**src/rtl/config_loader_pkg.sv**
```systemverilog
// rtl/config_loader_pkg.sv - shared PE grid sizes, record field widths and loader state enum
package config_loader_pkg;

    // PE array geometry shared with the array itself
    localparam int CFG_PE_ROWS    = 4;
    localparam int CFG_PE_COLUMNS = 4;

    // Row/column fields carry one spare bit so out-of-grid indices stay visible
    localparam int ROW_W = $clog2(CFG_PE_ROWS) + 1;
    localparam int COL_W = $clog2(CFG_PE_COLUMNS) + 1;

    // Operand source selector width and opcode width
    localparam int IN_W  = 4;
    localparam int OP_W  = 5;
    localparam int DST_W = 4;

    typedef enum logic [1:0] {
        ST_IDLE = 2'd0,
        ST_LOAD = 2'd1,
        ST_ARM  = 2'd2,
        ST_RUN  = 2'd3
    } loader_state_t;

endpackage

```
**src/rtl/config_coverage.sv**
```systemverilog
// rtl/config_coverage.sv - per-PE written bitmap with all-covered reduction
module config_coverage #(
    parameter int ROWS   = 4,
    parameter int COLS   = 4,
    parameter int ROW_IW = 3,
    parameter int COL_IW = 3
) (
    input  logic              clk,
    input  logic              reset,
    input  logic              clear,
    input  logic              set_en,
    input  logic [ROW_IW-1:0] set_row,
    input  logic [COL_IW-1:0] set_col,
    output logic              all_set
);

    logic [ROWS*COLS-1:0] bitmap_q;

    // Mark a PE once any valid record lands on it; clear starts a new session
    always_ff @(posedge clk) begin
        if (reset || clear) begin
            bitmap_q <= '0;
        end else if (set_en) begin
            for (int r = 0; r < ROWS; r++) begin
                for (int c = 0; c < COLS; c++) begin
                    if (set_row == ROW_IW'(r) && set_col == COL_IW'(c)) begin
                        bitmap_q[r*COLS + c] <= 1'b1;
                    end
                end
            end
        end
    end

    assign all_set = &bitmap_q;

endmodule

```
**src/rtl/config_loader.sv**
```systemverilog
// rtl/config_loader.sv - streams config records into the PE array and arms execution
import config_loader_pkg::*;

module config_loader #(
    parameter int PE_ROW_SIZE    = CFG_PE_ROWS,
    parameter int PE_COLUMN_SIZE = CFG_PE_COLUMNS,
    parameter int CONTEXT_SIZE   = 8,
    parameter int DATA_WIDTH     = 32,
    parameter int ENTRY_W        = 8,
    parameter int CTX_W          = $clog2(CONTEXT_SIZE)
) (
    input  logic                  clk,
    input  logic                  reset,
    input  logic                  load_start,
    input  logic [ENTRY_W-1:0]    num_entries,
    input  logic [CTX_W-1:0]      ctx_max_id,
    input  logic                  in_valid,
    output logic                  in_ready,
    input  logic [ROW_W-1:0]      in_row,
    input  logic [COL_W-1:0]      in_col,
    input  logic [CTX_W-1:0]      in_ctx,
    input  logic [IN_W-1:0]       in_src1,
    input  logic [IN_W-1:0]       in_src2,
    input  logic [DST_W-1:0]      in_dst,
    input  logic [OP_W-1:0]       in_op,
    input  logic [DATA_WIDTH-1:0] in_const,
    output logic [ROW_W-1:0]      config_PE_row_index,
    output logic [COL_W-1:0]      config_PE_column_index,
    output logic [CTX_W-1:0]      config_index,
    output logic [IN_W-1:0]       config_input_PE_index_1,
    output logic [IN_W-1:0]       config_input_PE_index_2,
    output logic [DST_W-1:0]      config_output_PE_index,
    output logic [OP_W-1:0]       config_op,
    output logic [DATA_WIDTH-1:0] config_const_data,
    output logic                  write_config_data,
    output logic                  start_exec,
    output logic [CTX_W-1:0]      mapping_context_max_id,
    input  logic                  exec_stop,
    output logic                  busy,
    output logic                  done,
    output logic                  err_range,
    output logic                  err_incomplete
);

    loader_state_t    state_q;
    loader_state_t    state_d;
    logic [ENTRY_W-1:0] remaining_q;
    logic             accept;
    logic             in_range;
    logic             all_set;
    logic             session_start;

    assign accept        = in_valid & in_ready;
    assign session_start = (state_q == ST_IDLE) && load_start;
    assign in_range      = (int'(in_row) < PE_ROW_SIZE) &&
                           (int'(in_col) < PE_COLUMN_SIZE) &&
                           (in_ctx <= mapping_context_max_id);

    // State register
    always_ff @(posedge clk) begin
        if (reset) begin
            state_q <= ST_IDLE;
        end else begin
            state_q <= state_d;
        end
    end

    // Next state and state-decoded handshake/status outputs
    always_comb begin
        state_d    = state_q;
        in_ready   = 1'b0;
        start_exec = 1'b0;
        busy       = (state_q != ST_IDLE);
        case (state_q)
            ST_IDLE: begin
                if (load_start) begin
                    state_d = ST_LOAD;
                end
            end
            ST_LOAD: begin
                // An empty session accepts nothing and falls straight through to ARM
                in_ready = (remaining_q != '0);
                if (remaining_q == '0) begin
                    state_d = ST_ARM;
                end else if (in_valid && remaining_q == ENTRY_W'(1)) begin
                    state_d = ST_ARM;
                end
            end
            ST_ARM: begin
                state_d = all_set ? ST_RUN : ST_IDLE;
            end
            ST_RUN: begin
                start_exec = 1'b1;
                if (exec_stop) begin
                    state_d = ST_IDLE;
                end
            end
            default: begin
                state_d = ST_IDLE;
            end
        endcase
    end

    // Session latches, registered record output, one-cycle strobes and sticky errors
    always_ff @(posedge clk) begin
        if (reset) begin
            remaining_q             <= '0;
            mapping_context_max_id  <= '0;
            config_PE_row_index     <= '0;
            config_PE_column_index  <= '0;
            config_index            <= '0;
            config_input_PE_index_1 <= '0;
            config_input_PE_index_2 <= '0;
            config_output_PE_index  <= '0;
            config_op               <= '0;
            config_const_data       <= '0;
            write_config_data       <= 1'b0;
            done                    <= 1'b0;
            err_range               <= 1'b0;
            err_incomplete          <= 1'b0;
        end else begin
            write_config_data <= 1'b0;
            done              <= 1'b0;
            case (state_q)
                ST_IDLE: begin
                    if (load_start) begin
                        remaining_q            <= num_entries;
                        mapping_context_max_id <= ctx_max_id;
                        err_range              <= 1'b0;
                        err_incomplete         <= 1'b0;
                    end
                end
                ST_LOAD: begin
                    if (accept) begin
                        remaining_q <= remaining_q - ENTRY_W'(1);
                        if (in_range) begin
                            write_config_data       <= 1'b1;
                            config_PE_row_index     <= in_row;
                            config_PE_column_index  <= in_col;
                            config_index            <= in_ctx;
                            config_input_PE_index_1 <= in_src1;
                            config_input_PE_index_2 <= in_src2;
                            config_output_PE_index  <= in_dst;
                            config_op               <= in_op;
                            config_const_data       <= in_const;
                        end else begin
                            err_range <= 1'b1;
                        end
                    end
                end
                ST_ARM: begin
                    if (!all_set) begin
                        err_incomplete <= 1'b1;
                        done           <= 1'b1;
                    end
                end
                ST_RUN: begin
                    if (exec_stop) begin
                        done <= 1'b1;
                    end
                end
                default: begin
                end
            endcase
        end
    end

    config_coverage #(
        .ROWS   (PE_ROW_SIZE),
        .COLS   (PE_COLUMN_SIZE),
        .ROW_IW (ROW_W),
        .COL_IW (COL_W)
    ) u_coverage (
        .clk     (clk),
        .reset   (reset),
        .clear   (session_start),
        .set_en  (accept && in_range),
        .set_row (in_row),
        .set_col (in_col),
        .all_set (all_set)
    );

endmodule

```
**config.mk**
```make
export PLATFORM = sky130hd
export DESIGN_NAME = config_loader
export DESIGN_NICKNAME = d
export VERILOG_FILES = /design/src/rtl/config_loader_pkg.sv /design/src/rtl/config_coverage.sv /design/src/rtl/config_loader.sv
export SDC_FILE = /design/constraint.sdc
export NUM_CORES = 1
export LEC_CHECK = 0
export CAP_MARGIN = 10
export CORE_AREA = 2 2 96 117
export CTS_CLUSTER_SIZE = 8
export DETAILED_ROUTE_END_ITERATION = 10
export DIE_AREA = 0 0 98 119
export PLACE_DENSITY = 0.72
export SETUP_SLACK_MARGIN = 0.15
export SKIP_LAST_GASP = 1
export SLEW_MARGIN = 25
export SYNTH_ARGS = -nofsm -noshare
export SYNTH_HDL_FRONTEND = slang
export SYNTH_SLANG_ARGS = --single-unit
```
**constraint.sdc**
```tcl
create_clock -name clk -period 2.2 [get_ports clk]
set_clock_uncertainty 0.2 [all_clocks]
set_input_delay 0.22 -clock clk [delete_from_list [all_inputs] [get_ports clk]]
set_output_delay 0.22 -clock clk [all_outputs]
set_load 0.02 [all_outputs]
```
==> results_dict.tcl <==
# flow metrics
set metrics [dict create \
    tightest_slew_ps 623 \
    topCellsByArea "dfxtp_1 43%, nand2b_1 18%, mux2i_1 14%, nand2_1 2.4%, nand3_1 1.9%" \
    die_x_um 98 \
    start_kind "register" \
    grt_setup_unrepaired "yes" \
    antenna_found_initial 0 \
    arrival_ps 2240 \
    grt_pass1_wl_um 17300 \
    finalCriticalPeriod_ps 2170 \
    top_area_share_pct 43.3 \
    ios 142 \
    cts.sinks 91 \
    clkPwrFrac_pct 37.1 \
    grt_pass1_vias 3578 \
    p_sw_share_pct 25.5 \
    cts_tree "built" \
    run_status "completed" \
    drt-met1-wl_um 4890 \
    dr_total_vias 3787 \
    first_iter_violations 107 \
    root_buffer "clkbuf_16" \
    die_h_um 119 \
    gr-usage-all-layers_pct 18.1 \
    nFillCells 903 \
    leakage_nw 2.38 \
    wl_met2_um 5440 \
    crit_type "reg -> reg" \
    clk_pin_slew_ps 60 \
    grt_max_degree 74 \
    ys_seq_share_pct 43.3 \
    fin_hold_ws_ps 150 \
    gp_congestion 0.768 \
    portBuffers 141 \
    ys_warn_count 0 \
    switching_power_w 0.00109 \
    tool_warnings 31 \
]
[cell usage after synthesis (2+ instances only)]
cell and count:
nand2b_1 118, a21oi_1 15, nor4_1 3, nor4_2 2, o21ai_2 9, mux2i_1 59, ha_1 6, inv_1 7
nor3_1 8, buf_6 3, a21o_1 2, nand4_1 4, o21ai_0 15, clkbuf_1 18, nor2_1 18, buf_2 5
or4_1 3, nand3_1 16, a211oi_1 2, a31oi_1 2, dfxtp_1 91, o21ai_1 4, nor3b_1 6, and3b_1 2
nand2_1 27
[per-stage QoR]
| step | setup WS [ps] | area (um2) |
|---|---|---|
| final | 32.5 | 6690 |
| after global routing | -19.1 | 6690 |
| after CTS | 27.0 | 6260 |
| after detailed placement | -410 | 5880 |
| after global placement | -348 | 5880 |
| after floorplan | 31.8 | 4260 |
[flip-flops by register name, summed over array words and instances, names as in the netlist, 4 cells and up]
register and flops:
config_output_PE_index 4, config_op 5, config_input_PE_index_1 4, config_input_PE_index_2 4
u_coverage.bitmap_q 16, config_const_data 32, remaining_q 8
[power groups by stage]
stage | Clock (W) | Combinational [W] | Sequential (W)
after global routing | 0.00168 | 0.00100 | 0.00177
after detailed placement | 0 | 0.000762 | 0.00178
final | 0.00158 | 0.000921 | 0.00177
after CTS | 0.00162 | 0.000793 | 0.00175
after global placement | 0 | 0.000744 | 0.00178
after floorplan | 0 | 0.000406 | 0.00180
[final cells by class]
class	instances	area, um2	area share (%)
Inverter	8	35.0	0.524
Timing Repair Buffer	185	1980	29.6
Tap cell	132	165	2.47
Multi-Input combinational cell	330	2370	35.4
Sequential cell	91	1830	27.4
Clock buffer	14	275	4.11
Clock inverter	1	30.0	0.449
[path summary, 6_finish.rpt]
path / start / endpoint / slack, ps / depth (start not counted)
setup / recovery: mapping_context_max_id[1] / u_coverage.bitmap_q[7] / 30 / 9
hold / removal: in_ctx[1] / config_index[1] / 150 / 3
setup reg to reg: mapping_context_max_id[1] / u_coverage.bitmap_q[7] / 30 / 9
hold reg to reg: u_coverage.bitmap_q[9] / u_coverage.bitmap_q[9] / 260 / 2
[routing by layer]
metal	track usage (%)	vias up
met4	6.94	0
met3	6.51	12
li1	-	1879
met5	0	-
met1	22.5	1773
met2	28.5	123
[worst max-delay path, cell delays in order, from the launching register on]
cell and delay, ps:
dfxtp_4 350, inv_2 40, ha_4 230, nor2b_4 120
o21ai_2 120, a32oi_2 100, buf_4 170, or4_4 480
clkbuf_16 200, o21ai_2 110
[kinds of logic (layout without fill, tap and decap cells)]
group	after synthesis	count (layout)
AOI/OAI and AO/OA	55	55
muxes	59	59
DFF	91	91
buffers and inverters	35	208
adders and majority gates	6	6
and+or+nand+nor	210	210
[timing repair]
item,CTS,global route
gates cloned,0,7
setup endpoints to repair,79,77
resized,19,33
buffers inserted,4,16
pin swaps,4,15
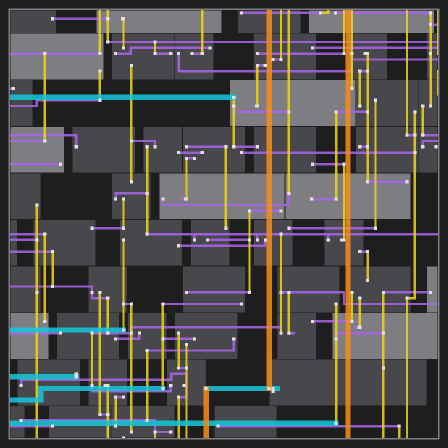
(zoomed window)
Region (12, 77) to (37, 102) um. Cells in gray, sequential cells in the stronger gray; small squares are vias.
layer	color
met4	orange
met2	yellow
met3	cyan
met1	purple
sequential cells in the window	5
most frequent	nand2b_1 (13), clkdlybuf4s50_1 (11), mux2i_1 (7)
netlist names of flops here include	config_const_data (3)
cells with their middle in the window	37

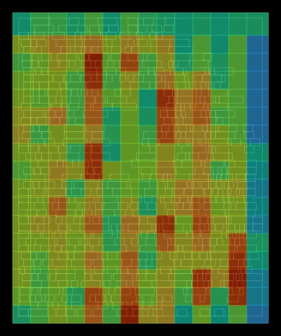
(routing congestion map)
met2 global-route usage: 28.5%
met3 GRT Util: 6.51%

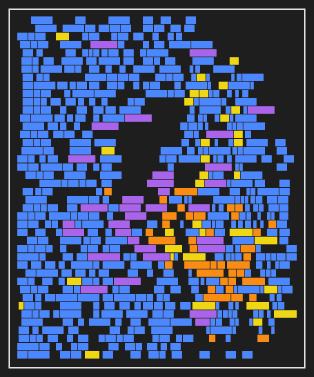
(sizing map)
Drawn at 3 px/um.
size	color	cells	share
drive 3 to 4	orange	38	6.0%
drive 1 or less	blue	526	84%
drive 6 and up	purple	32	5.1%
drive 2	yellow	33	5.2%
Layout area overhead: 58.9%
Non-clk bufs: 185
post-route cell area: 6690 um2

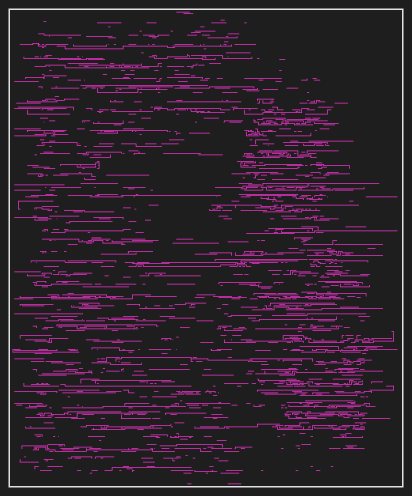
(met1 routing)
Drawn at 4 px/um.
main direction	horizontal
nets with wire on the layer	610
share of all routed wire	43%
longest straight run	31.7 um
grt met1 use: 22.5%
WL final: 11,300 um

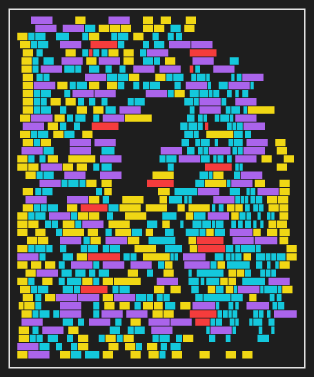
(placed cells, one color a class)
Drawn at 3 px/um.
class	color	cells
clock drivers and dummy loads	red	15
all other logic	cyan	338
other buffers and delay cells	yellow	185
flip-flops	purple	91
core area: 10,700 um2
Layout Utilization: 62.7%

